### src/rtl/uart_tx.sv
`default_nettype none
// +------------------------------------------------------------------+
// | uart_tx : FIFO-buffered UART transmitter, LSB first, opt. parity |
// | rev 1.0                                                          |
// +------------------------------------------------------------------+
module uart_tx #(
  parameter int CLKS_PER_BIT = 434,
  parameter int DATA_BITS    = 8,
  parameter int PARITY       = 0,
  parameter int STOP_BITS    = 1,
  parameter int FIFO_DEPTH   = 4
) (
  input  logic                             sysclk,
  input  logic                             reset_n,
  input  logic [7:0]                       tx_data,
  input  logic                             tx_valid,
  output logic                             tx_ready,
  output logic                             tx_o,
  output logic                             busy,
  output logic [$clog2(FIFO_DEPTH+1)-1:0]  fifo_count
);

  localparam int CNT_W = $clog2(FIFO_DEPTH + 1);
  localparam int PTR_W = $clog2(FIFO_DEPTH);
  localparam int PRE_W = $clog2(CLKS_PER_BIT);
  localparam logic [PRE_W-1:0] PRE_LAST  = PRE_W'(CLKS_PER_BIT - 1);
  localparam logic [CNT_W-1:0] CNT_FULL  = CNT_W'(FIFO_DEPTH);
  localparam logic [2:0]       DATA_LAST = 3'(DATA_BITS - 1);
  localparam logic [2:0]       STOP_LAST = 3'(STOP_BITS - 1);

  typedef enum logic [2:0] {
    S_IDLE   = 3'd0,
    S_START  = 3'd1,
    S_DATA   = 3'd2,
    S_PARITY = 3'd3,
    S_STOP   = 3'd4
  } state_t;

  state_t               state_q, state_d;
  logic [PRE_W-1:0]     prescale_q, prescale_d;
  logic [2:0]           bit_idx_q, bit_idx_d;
  logic [DATA_BITS-1:0] shift_q, shift_d;
  logic                 parity_q, parity_d;
  logic                 tx_q, tx_d;
  logic [PTR_W-1:0]     wr_ptr_q, wr_ptr_d;
  logic [PTR_W-1:0]     rd_ptr_q, rd_ptr_d;
  logic [CNT_W-1:0]     count_q, count_d;
  logic [DATA_BITS-1:0] mem_q [FIFO_DEPTH];

  logic                 fifo_empty;
  logic                 fifo_full;
  logic                 push;
  logic                 pop;
  logic                 bit_end;
  logic [DATA_BITS-1:0] head;
  logic                 unused_data;

  // Upper tx_data bits are ignored when DATA_BITS < 8.
  assign unused_data = ^tx_data;

  always_comb begin
    fifo_empty = (count_q == '0);
    fifo_full  = (count_q == CNT_FULL);
    push       = tx_valid && !fifo_full;
    head       = mem_q[rd_ptr_q];
    bit_end    = (prescale_q == PRE_LAST);
    pop        = 1'b0;
    state_d    = state_q;
    prescale_d = bit_end ? '0 : prescale_q + PRE_W'(1);
    bit_idx_d  = bit_idx_q;
    shift_d    = shift_q;
    parity_d   = parity_q;
    tx_d       = tx_q;
    wr_ptr_d   = wr_ptr_q;
    rd_ptr_d   = rd_ptr_q;
    count_d    = count_q;

    case (state_q)
      S_IDLE: begin
        prescale_d = '0;
        pop        = !fifo_empty;
      end
      S_START: begin
        if (bit_end) begin
          tx_d      = shift_q[0];
          bit_idx_d = '0;
          state_d   = S_DATA;
        end
      end
      S_DATA: begin
        if (bit_end) begin
          if (bit_idx_q == DATA_LAST) begin
            if (PARITY != 0) begin
              tx_d    = parity_q;
              state_d = S_PARITY;
            end else begin
              tx_d      = 1'b1;
              bit_idx_d = '0;
              state_d   = S_STOP;
            end
          end else begin
            shift_d   = shift_q >> 1;
            tx_d      = shift_q[1];
            bit_idx_d = bit_idx_q + 3'd1;
          end
        end
      end
      S_PARITY: begin
        if (bit_end) begin
          tx_d      = 1'b1;
          bit_idx_d = '0;
          state_d   = S_STOP;
        end
      end
      S_STOP: begin
        // bit_idx counts stop bits here; a waiting word starts with no idle gap.
        if (bit_end) begin
          if (bit_idx_q == STOP_LAST) begin
            pop = !fifo_empty;
            if (fifo_empty) begin
              state_d = S_IDLE;
            end
          end else begin
            bit_idx_d = bit_idx_q + 3'd1;
          end
        end
      end
      default: begin
        state_d = S_IDLE;
        tx_d    = 1'b1;
      end
    endcase

    if (pop) begin
      shift_d    = head;
      parity_d   = (PARITY == 1) ? ~^head : ^head;
      tx_d       = 1'b0;
      prescale_d = '0;
      state_d    = S_START;
      rd_ptr_d   = rd_ptr_q + PTR_W'(1);
    end
    if (push) begin
      wr_ptr_d = wr_ptr_q + PTR_W'(1);
    end
    case ({push, pop})
      2'b10:   count_d = count_q + CNT_W'(1);
      2'b01:   count_d = count_q - CNT_W'(1);
      default: count_d = count_q;
    endcase
  end

  always_ff @(posedge sysclk) begin
    if (!reset_n) begin
      state_q    <= S_IDLE;
      prescale_q <= '0;
      bit_idx_q  <= '0;
      shift_q    <= '0;
      parity_q   <= 1'b0;
      tx_q       <= 1'b1;
      wr_ptr_q   <= '0;
      rd_ptr_q   <= '0;
      count_q    <= '0;
    end else begin
      state_q    <= state_d;
      prescale_q <= prescale_d;
      bit_idx_q  <= bit_idx_d;
      shift_q    <= shift_d;
      parity_q   <= parity_d;
      tx_q       <= tx_d;
      wr_ptr_q   <= wr_ptr_d;
      rd_ptr_q   <= rd_ptr_d;
      count_q    <= count_d;
    end
  end

  always_ff @(posedge sysclk) begin
    if (push) begin
      mem_q[wr_ptr_q] <= tx_data[DATA_BITS-1:0];
    end
  end

  assign tx_o       = tx_q;
  assign tx_ready   = !fifo_full;
  assign busy       = (state_q != S_IDLE) || (count_q != '0);
  assign fifo_count = count_q;

endmodule
`default_nettype wire

### config.mk
export PLATFORM = sky130hd
export DESIGN_NAME = uart_tx
export DESIGN_NICKNAME = d
export VERILOG_FILES = /design/src/rtl/uart_tx.sv
export SDC_FILE = /design/constraint.sdc
export NUM_CORES = 1
export LEC_CHECK = 0
export CORE_MARGIN = 10
export CORE_UTILIZATION = 45
export CTS_CLUSTER_SIZE = 14
export DETAILED_ROUTE_END_ITERATION = 8
export PLACE_DENSITY = 0.7
export SYNTH_ARGS = -nofsm -noshare
export SYNTH_HDL_FRONTEND = slang
export SYNTH_SLANG_ARGS = --single-unit
### constraint.sdc
create_clock -name sysclk -period 4.35 [get_ports sysclk]
set_clock_uncertainty 0.15 [all_clocks]
set_input_delay 0.87 -clock sysclk [delete_from_list [all_inputs] [get_ports sysclk]]
set_output_delay 0.87 -clock sysclk [all_outputs]
set_load 0.05 [all_outputs]
==> run_1/layers.png <==
Drawn at 4 px/um. Only two layers are drawn.
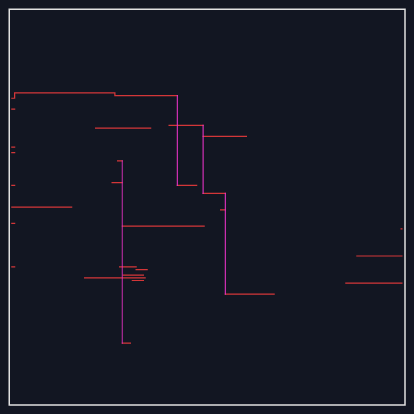
legend:
  M3:
    color: red
    wire_length: 201 um
  M4:
    color: magenta
    wire_length: 110 um

==> run_1/placed.png <==
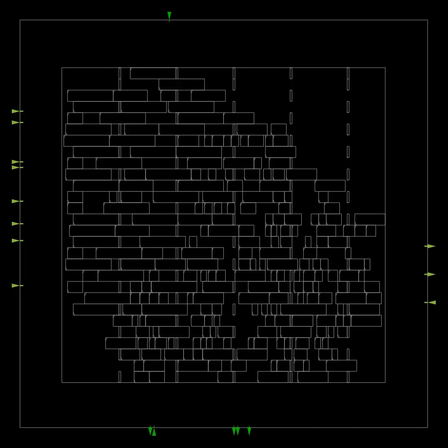
fin util: 0.543
final std cells w/o fill: 323
fill cell count: 528
Seq area share: 0.502
FF+latch count: 65

==> run_1/floorplan.png <==
Drawn at 4 px/um. Pins as bars on the die edge.
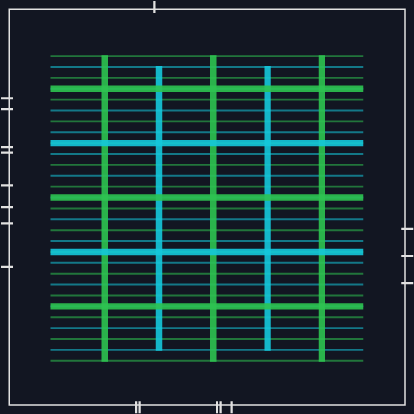
legend:
  VSS:
    color: green
  VDD:
    color: cyan
met1 rails: 29
rows: 28

## run 1: where the power goes
group	total, mW	internal (mW)	leakage [nW]	switching [mW]
clock network	0.620	0.380	0.115	0.240
logic	0.429	0.186	0.484	0.242
registers	0.806	0.736	0.563	0.0696
total	1.85	1.30	1.16	0.552
## run 1: cell type report
cell class | instances | area, um^2 | area share
clock buffers | 9 | 124 | 0.0383
flip-flops and latches | 65 | 1620 | 0.502
well taps | 75 | 93.8 | 0.0290
clock inverters | 7 | 119 | 0.0368
inverters | 12 | 45.0 | 0.0139
multi-input cells | 139 | 1070 | 0.331
repair buffers | 16 | 160 | 0.0495
## run 1: flip-flops by register name, summed over array words and instances (netlist names), named ones only
register,flops
bit_idx_q,3
tx_o,1
mem_q,32
wr_ptr_q,2
prescale_q,9
shift_q,8
rd_ptr_q,2
fifo_count,3
state_q,3
## run 1: metal layers
layer	vias up	GRT usage	share of wire
met5	-	0	0
met4	0	0.0562	0.024
met3	12	0.0342	0.043
met2	32	0.159	0.46
met1	789	0.126	0.47
li1	845	-	-
## run 1: stage by stage
stage	utilization	hold WS [ps]	setup slack [ps]
floorplan	-	280	1250
global placement	0.502	297	1150
detailed placement	0.502	309	1070
CTS	0.543	324	999
global route	0.543	347	756
finish	0.543	317	1030
## run 1: worst reg2reg max path, stage by stage, from the launching register on
cell and delay, ps:
sky130_fd_sc_hd__dfxtp_1 370, sky130_fd_sc_hd__ha_1 160, sky130_fd_sc_hd__and4b_1 240, sky130_fd_sc_hd__a31oi_1 90
sky130_fd_sc_hd__or4_1 810, sky130_fd_sc_hd__inv_1 180, sky130_fd_sc_hd__ha_1 200, sky130_fd_sc_hd__inv_1 60
sky130_fd_sc_hd__fa_1 370, sky130_fd_sc_hd__xor2_1 170, sky130_fd_sc_hd__or3_1 300, sky130_fd_sc_hd__a21boi_0 160
==> metrics.log, run 1 <==
[report] implementation figures
INFO  metric firstDrtPassIters = 4
INFO  metric reg2reg_from = prescale_q[0]$_SDFF_PP0_
INFO  metric setup_viol = 0
INFO  metric tritoncts_num_sinks = 65
INFO  metric required = 4470 ps
INFO  metric globalRouteTotalUtil = 0.104
INFO  metric power.leakage = 1.16 nW
INFO  metric synth.area.mux_share = 0.0973
INFO  metric layout_top_cells = sky130_fd_sc_hd__dfxtp_1, sky130_fd_sc_hd__edfxtp_1, sky130_fd_sc_hd__nor2_1, sky130_fd_sc_hd__clkdlybuf4s50_1, sky130_fd_sc_hd__o21ai_0
INFO  metric postSynthCellCount = 227
INFO  metric pin_count_of_the_biggest_net_entering_global_routing = 24
INFO  metric post-synth-top-area-fraction = 0.346
INFO  metric crit_cells = 11
INFO  metric critPathKind = flop to flop
INFO  metric worst-r2r-cell-count = 11
INFO  metric worst_slew_margin_rel = 0.531
INFO  metric compound_gate_portion_of_the_synthesized_area = 0.0793
INFO  metric startpoint = prescale_q[0]$_SDFF_PP0_
INFO  metric status = finished clean
INFO  metric adder_share = 0.0523
INFO  metric grt_first_pass_wirelength = 8.17 mm
INFO  metric layout_min_cycle_time = 3320 ps
INFO  metric number_of_logged_tool_warnings = 31
INFO  metric initCoreUtil = 0.466
INFO  metric numPlacedInstances = 307
INFO  metric chipArea = 9720 um^2
INFO  metric dp_hpwl = 3.11 mm
INFO  metric drc_errors = 0
INFO  metric sequential_area_share_after_synthesis = 0.584
INFO  metric synth.yosys.chip_area = 2780 um^2
INFO  metric core = 5960 um^2
INFO  metric tightest_slew = 702 ps
INFO  metric cts_inserted_buffers = 9
INFO  metric cp-start-kind = flop
INFO  metric synth.most_common_cell = sky130_fd_sc_hd__dfxtp_1
INFO  metric drive_above_1_share = 0.101
INFO  metric top_area_cell = sky130_fd_sc_hd__edfxtp_1
INFO  metric cp.buffers_inverters = 2
INFO  metric setup.reg_to_reg.worst_slack = 1030 ps
INFO  metric ys_top_cells_by_area = sky130_fd_sc_hd__edfxtp_1, sky130_fd_sc_hd__dfxtp_1, sky130_fd_sc_hd__mux4_2
INFO  metric synth_warnings = 0
INFO  metric min-delay-path-class = flop to flop
INFO  metric slowest_delay = 810 ps
INFO  metric syn_area = 2780 um^2
INFO  metric maxCapViolations = 0
INFO  metric synthTopLogicFamily = simple AND/OR/NAND/NOR gates
INFO  metric arrival_time_reported_for_the_critical_path_endpoint = 3450 ps
INFO  metric port_buffers = 16
INFO  metric post_synthesis_net_count = 249
INFO  metric simple_gate_area_frac = 0.125
INFO  metric grt_antenna_before_repair = 0
INFO  metric gp_congestion = 0.771
INFO  metric vias = 1,678
INFO  metric ys.flop_type = sky130_fd_sc_hd__dfxtp_1
INFO  metric layout.nets = 265
INFO  metric wire_per_inst = 14.5 um
INFO  metric edf_count = 32
INFO  metric floorplan.die.width = 98.6 um
INFO  metric setup_crit_end_kind = flop
INFO  metric final_hold_viol_count = 0
INFO  metric drv_slew = 0
INFO  metric synthesis.area_per_instance = 12.2 um^2
INFO  metric area_growth_syn_to_layout = 16.4%
INFO  metric postCtsResizedCells = 0
INFO  metric crit_path_max_fanout = 23
INFO  metric globalRoute.totalOverflow = 0
INFO  metric synthXorXnorAreaFrac = 0.0315
INFO  metric peakVddDrop = 0.251 mV
INFO  metric min_delay_path_depth = 1
--- run 2 (diff from run 1) ---
Clock period 4.35 ns to 3.2 ns, I/O delays scaled along.
==> run_2/placed.png <==
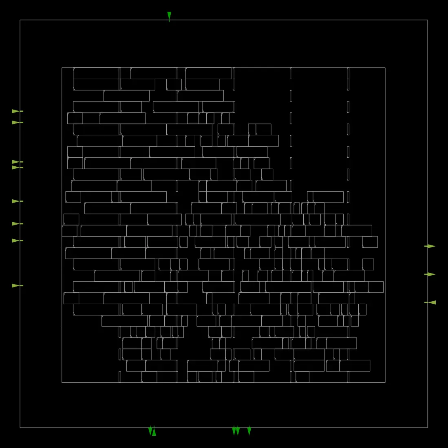
final std cells w/o fill: 326
Site Rows: 28
fill cell count: 515
fin util: 0.543

==> metrics.log, run 2 <==
[report] implementation figures
INFO  metric arrival_time_reported_for_the_critical_path_endpoint = 3040 ps
INFO  metric top_area_cell = sky130_fd_sc_hd__edfxtp_1
INFO  metric num-nonclk-inverters = 12
INFO  metric largest_register_ff_count = 32
INFO  metric required = 3310 ps
INFO  metric post-synth-top-area-fraction = 0.346
INFO  metric crit_path_max_fanout = 4
INFO  metric gp_congestion = 0.772
INFO  metric setup.reg_to_reg.worst_slack = 270 ps
INFO  metric num-multi-input-gates = 139
INFO  metric synth.yosys.chip_area = 2780 um^2
INFO  metric synth_warnings = 0
INFO  metric layout.nets = 268
INFO  metric final_hold_viol_count = 0
INFO  metric grt_first_pass_wirelength = 8.11 mm
INFO  metric globalRouteTotalUtil = 0.102
INFO  metric area_growth_syn_to_layout = 16.4%
INFO  metric pin_count_of_the_biggest_net_entering_global_routing = 24
INFO  metric edf_count = 32
INFO  metric postCtsResizedCells = 0
INFO  metric top_register = mem_q
INFO  metric power.leakage = 1.17 nW
INFO  metric sequential_area_share_after_synthesis = 0.584
INFO  metric ys_top_cells_by_area = sky130_fd_sc_hd__edfxtp_1, sky130_fd_sc_hd__dfxtp_1, sky130_fd_sc_hd__mux4_2
INFO  metric vias = 1,680
INFO  metric n_antenna_cell = 0
INFO  metric internal_power_consumption = 1.71 mW
INFO  metric drive_above_1_share = 0.112
INFO  metric peakVddDrop = 0.441 mV
INFO  metric layout.area.comb = 1070 um^2
INFO  metric chipArea = 9720 um^2
INFO  metric firstDrtPassIters = 4
INFO  metric setup_viol = 0
INFO  metric biggestRegsByFlops = mem_q: 32 flops, prescale_q: 9 flops, shift_q: 8 flops
INFO  metric setup_crit_end_kind = flop
INFO  metric tritoncts_num_sinks = 65
INFO  metric globalRoute.totalOverflow = 0
INFO  metric maxCapViolations = 0
INFO  metric nNonClkBuffers = 19
INFO  metric min-delay-path-class = flop to flop
INFO  metric clock_cell_area_share = 0.0678
INFO  metric setup_slack = 270 ps
INFO  metric clock_power_share = 0.308
INFO  metric reg2reg_from = prescale_q[0]$_SDFF_PP0_
INFO  metric holdWs = 323 ps
INFO  metric cp.buffers_inverters = 2
INFO  metric synth.most_common_cell = sky130_fd_sc_hd__dfxtp_1
INFO  metric worst_slew_margin_rel = 0.628
INFO  metric status = finished clean
INFO  metric port_buffers = 16
INFO  metric layout_min_cycle_time = 2930 ps
INFO  metric net-switching-power = 0.737 mW
INFO  metric pwr-share-comb = 0.248
INFO  metric floorplan.die.width = 98.6 um
INFO  metric layout.cells.largest_class = registers
INFO  metric signal_buffer_area_fraction = 0.0565
INFO  metric critPathKind = flop to flop
INFO  metric slowest_delay = 510 ps
INFO  metric ys.flop_type = sky130_fd_sc_hd__dfxtp_1
INFO  metric layout_top_cells = sky130_fd_sc_hd__dfxtp_1, sky130_fd_sc_hd__edfxtp_1, sky130_fd_sc_hd__nor2_1, sky130_fd_sc_hd__clkdlybuf4s50_1, sky130_fd_sc_hd__o21ai_0
INFO  metric p_sw_frac = 0.301
INFO  metric seq_power_share = 0.444
INFO  metric ff_count = 65
INFO  metric dp_hpwl = 3.17 mm
INFO  metric clock_buffer_count = 9
INFO  metric wire_per_inst = 14.1 um
INFO  metric cts_inserted_buffers = 9
INFO  metric core = 5960 um^2
INFO  metric post_synthesis_net_count = 249
INFO  metric syn_area = 2780 um^2
INFO  metric dpl_worst_slack = 286 ps
INFO  metric sh_seq_area = 0.502
INFO  metric synthesis.area_per_instance = 12.2 um^2
INFO  metric tightest_slew = 558 ps
## run 2: routing by layer
| metal | vias up | share of wire | GRT usage |
|---|---|---|---|
| li1 | 858 | - | - |
| met1 | 793 | 0.48 | 0.120 |
| met2 | 21 | 0.48 | 0.162 |
| met3 | 8 | 0.029 | 0.0321 |
| met4 | 0 | 0.017 | 0.0584 |
| met5 | - | 0 | 0 |
## run 2: kinds of logic after synthesis
group                    count (synthesis)  share of synthesized area
flip-flops                              65                      0.584
AND/OR/NAND/NOR                         63                      0.125
AND-OR/OR-AND                           38                     0.0793
buffers and inverters                   23                     0.0311
multiplexers                            17                     0.0973
adder cells (fa/ha/maj)                 11                     0.0523
XOR/XNOR                                10                     0.0315
## run 2: worst max-delay path by stage
stage,startpoint,to,cells after the start
floorplan,fifo_count[2]$_SDFFE_PN0P_,fifo_count[2]$_SDFFE_PN0P_,9
global placement,prescale_q[0]$_SDFF_PP0_,fifo_count[2]$_SDFFE_PN0P_,11
detailed placement,prescale_q[0]$_SDFF_PP0_,fifo_count[2]$_SDFFE_PN0P_,11
CTS,prescale_q[0]$_SDFF_PP0_,fifo_count[2]$_SDFFE_PN0P_,11
global route,prescale_q[0]$_SDFF_PP0_,fifo_count[2]$_SDFFE_PN0P_,11
finish,prescale_q[0]$_SDFF_PP0_,fifo_count[2]$_SDFFE_PN0P_,11
## run 2: power by group through the flow
stage | registers (mW) | clock network [mW] | logic [mW]
3_5_place_dp | 1.11 | 0 | 0.614
5_1_grt | 1.11 | 0.821 | 0.677
3_3_place_gp | 1.10 | 0 | 0.599
6_report | 1.09 | 0.752 | 0.606
4_1_cts | 1.09 | 0.775 | 0.617
2_1_floorplan | 1.12 | 0 | 0.421
--- run 3 (diff from run 2) ---
Settings changed: CORE_MARGIN 10 to not set.
Clock period 3.2 ns to 3.45 ns, I/O delays scaled along.
==> run_3/floorplan.png <==
Drawn at 4 px/um. Pins as bars on the die edge.
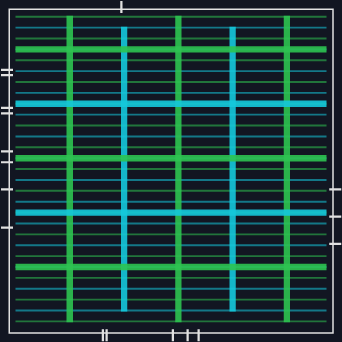
area of the core: 5920 um^2
peak ir drop on the vdd network: 0.422 mV
vertical die dimension: 80.6 um
horizontal extent of the die: 80.6 um

==> metrics.log, run 3 <==
[report] implementation figures
INFO  metric min-delay-path-class = flop to flop
INFO  metric synth.yosys.chip_area = 2780 um^2
INFO  metric cts_inserted_buffers = 9
INFO  metric pin_count_of_the_biggest_net_entering_global_routing = 24
INFO  metric grt_first_pass_wirelength = 7.52 mm
INFO  metric synth_warnings = 0
INFO  metric sequential_area_share_after_synthesis = 0.584
INFO  metric layout_min_cycle_time = 2910 ps
INFO  metric slowest_delay = 500 ps
INFO  metric number_of_logged_tool_warnings = 31
INFO  metric postSynthCellCount = 227
INFO  metric biggestRegsByFlops = mem_q: 32 flops, prescale_q: 9 flops, shift_q: 8 flops
INFO  metric wire_per_inst = 13.6 um
INFO  metric grt_antenna_before_repair = 0
INFO  metric status = finished clean
INFO  metric postCtsResizedCells = 0
INFO  metric required = 3560 ps
INFO  metric top_register = mem_q
INFO  metric crit_path_max_fanout = 4
INFO  metric drv_slew = 0
INFO  metric compound_gate_portion_of_the_synthesized_area = 0.0793
INFO  metric final_util = 0.549
INFO  metric final_hold_viol_count = 0
INFO  metric post-synth-top-area-fraction = 0.346
INFO  metric dp_hpwl = 2.95 mm
INFO  metric final_antenna_net_count = 0
INFO  metric n_antenna_cell = 0
INFO  metric layout.nets = 267
INFO  metric syn_area = 2780 um^2
INFO  metric chipArea = 6490 um^2
INFO  metric tritoncts_num_sinks = 65
INFO  metric synth.area.mux_share = 0.0973
INFO  metric edf_count = 32
INFO  metric gp_congestion = 0.738
INFO  metric tightest_slew = 549 ps
INFO  metric simple_gate_area_frac = 0.125
INFO  metric ys_top_cells_by_area = sky130_fd_sc_hd__edfxtp_1, sky130_fd_sc_hd__dfxtp_1, sky130_fd_sc_hd__mux4_2
INFO  metric drive_above_1_share = 0.108
INFO  metric cp-start-kind = flop
INFO  metric setup.reg_to_reg.worst_slack = 540 ps
INFO  metric n_fill_cell = 485
INFO  metric adder_share = 0.0523
INFO  metric setup_viol = 0
INFO  metric layout_top_cells = sky130_fd_sc_hd__dfxtp_1, sky130_fd_sc_hd__edfxtp_1, sky130_fd_sc_hd__nor2_1, sky130_fd_sc_hd__clkdlybuf4s50_1, sky130_fd_sc_hd__o21ai_0
INFO  metric setup_crit_end_kind = flop
INFO  metric synthesis.area_per_instance = 12.2 um^2
INFO  metric top_area_cell = sky130_fd_sc_hd__edfxtp_1
INFO  metric synth.most_common_cell = sky130_fd_sc_hd__dfxtp_1
INFO  metric drc_errors = 0
INFO  metric critPathKind = flop to flop
INFO  metric globalRoute.totalOverflow = 0
INFO  metric firstDrtPassIters = 4
INFO  metric worst_slew_margin_rel = 0.633
INFO  metric largest_register_ff_count = 32
INFO  metric cell_area_placed = 3010 um^2
INFO  metric arrival_time_reported_for_the_critical_path_endpoint = 3020 ps
INFO  metric maxCapViolations = 0
INFO  metric cp.buffers_inverters = 2
INFO  metric post_synthesis_net_count = 249
INFO  metric floorplan.rows = 28
INFO  metric vias = 1,681
INFO  metric area_growth_syn_to_layout = 16.9%
INFO  metric ys.flop_type = sky130_fd_sc_hd__dfxtp_1
## run 3: cell counts after synthesis
Identical to the previous run, type by type.
## run 3: per-layer routing
| layer | share of wire | vias up | wire (um) | global-route usage |
|---|---|---|---|---|
| met1 | 0.49 | 796 | 2180 | 0.199 |
| met2 | 0.46 | 26 | 2020 | 0.247 |
| met5 | 0 | - | 0 | 0 |
| met4 | 0.019 | 0 | 82 | 0.0804 |
| met3 | 0.030 | 10 | 133 | 0.0455 |
| li1 | - | 849 | - | - |
## run 3: layout make-up
cell class / count / area [um^2] / area share
sequential: 65 / 1620 / 0.499
multi-input combinational: 139 / 1070 / 0.329
timing repair buffer: 18 / 175 / 0.0539
clock buffer: 9 / 124 / 0.0381
clock inverter: 7 / 119 / 0.0366
tap: 75 / 93.8 / 0.0289
inverter: 12 / 45.0 / 0.0139
## run 3: power by group
part | switching [mW] | internal (mW) | total (mW)
Sequential | 0.0888 | 0.928 | 1.02
Combinational | 0.298 | 0.241 | 0.539
Clock | 0.303 | 0.480 | 0.783
## run 3: path summary, 6_finish.rpt
path | startpoint | to | depth (start not counted)
worst max-delay path | prescale_q[0]$_SDFF_PP0_ | fifo_count[2]$_SDFFE_PN0P_ | 11
worst min register to register | rd_ptr_q[1]$_SDFFE_PN0N_ | flop | 2
worst min-delay path | rd_ptr_q[1]$_SDFFE_PN0N_ | flop | 2
worst max register to register | prescale_q[0]$_SDFF_PP0_ | fifo_count[2]$_SDFFE_PN0P_ | 11
## run 3: through the flow
stage          hold slack [ps]  setup slack, ps  cells
3_3_place_gp               296              623    309
3_5_place_dp               318              572    309
2_1_floorplan              280              348    227
4_1_cts                    339              531    325
6_report                   326              538    325
5_1_grt                    358              383    325

## Gallery

Clock network drawn from the DEF.
image #1
Drawn at 6 px/um.
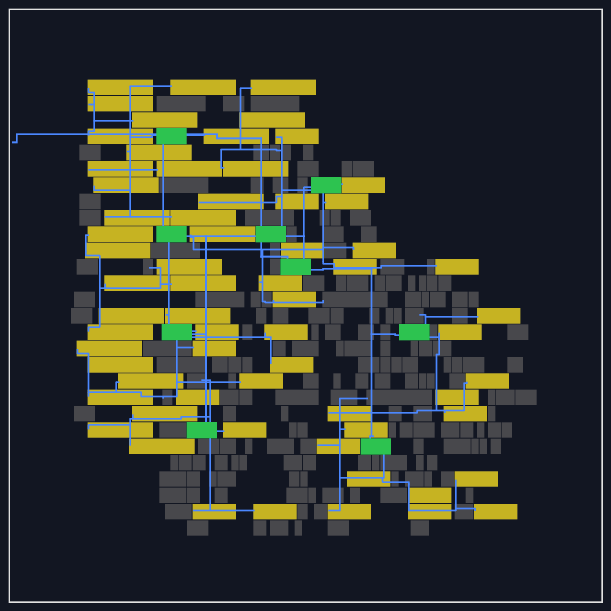
image #2
Drawn at 8 px/um.
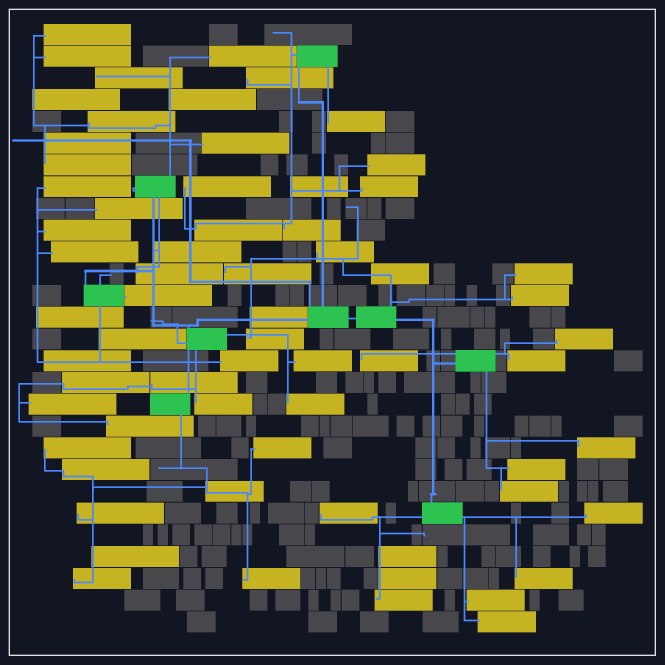
| picture | from |
|---|---|
| image #2 | run 3 |
| image #1 | run 2 |

Power and IR drop assume default switching activity.
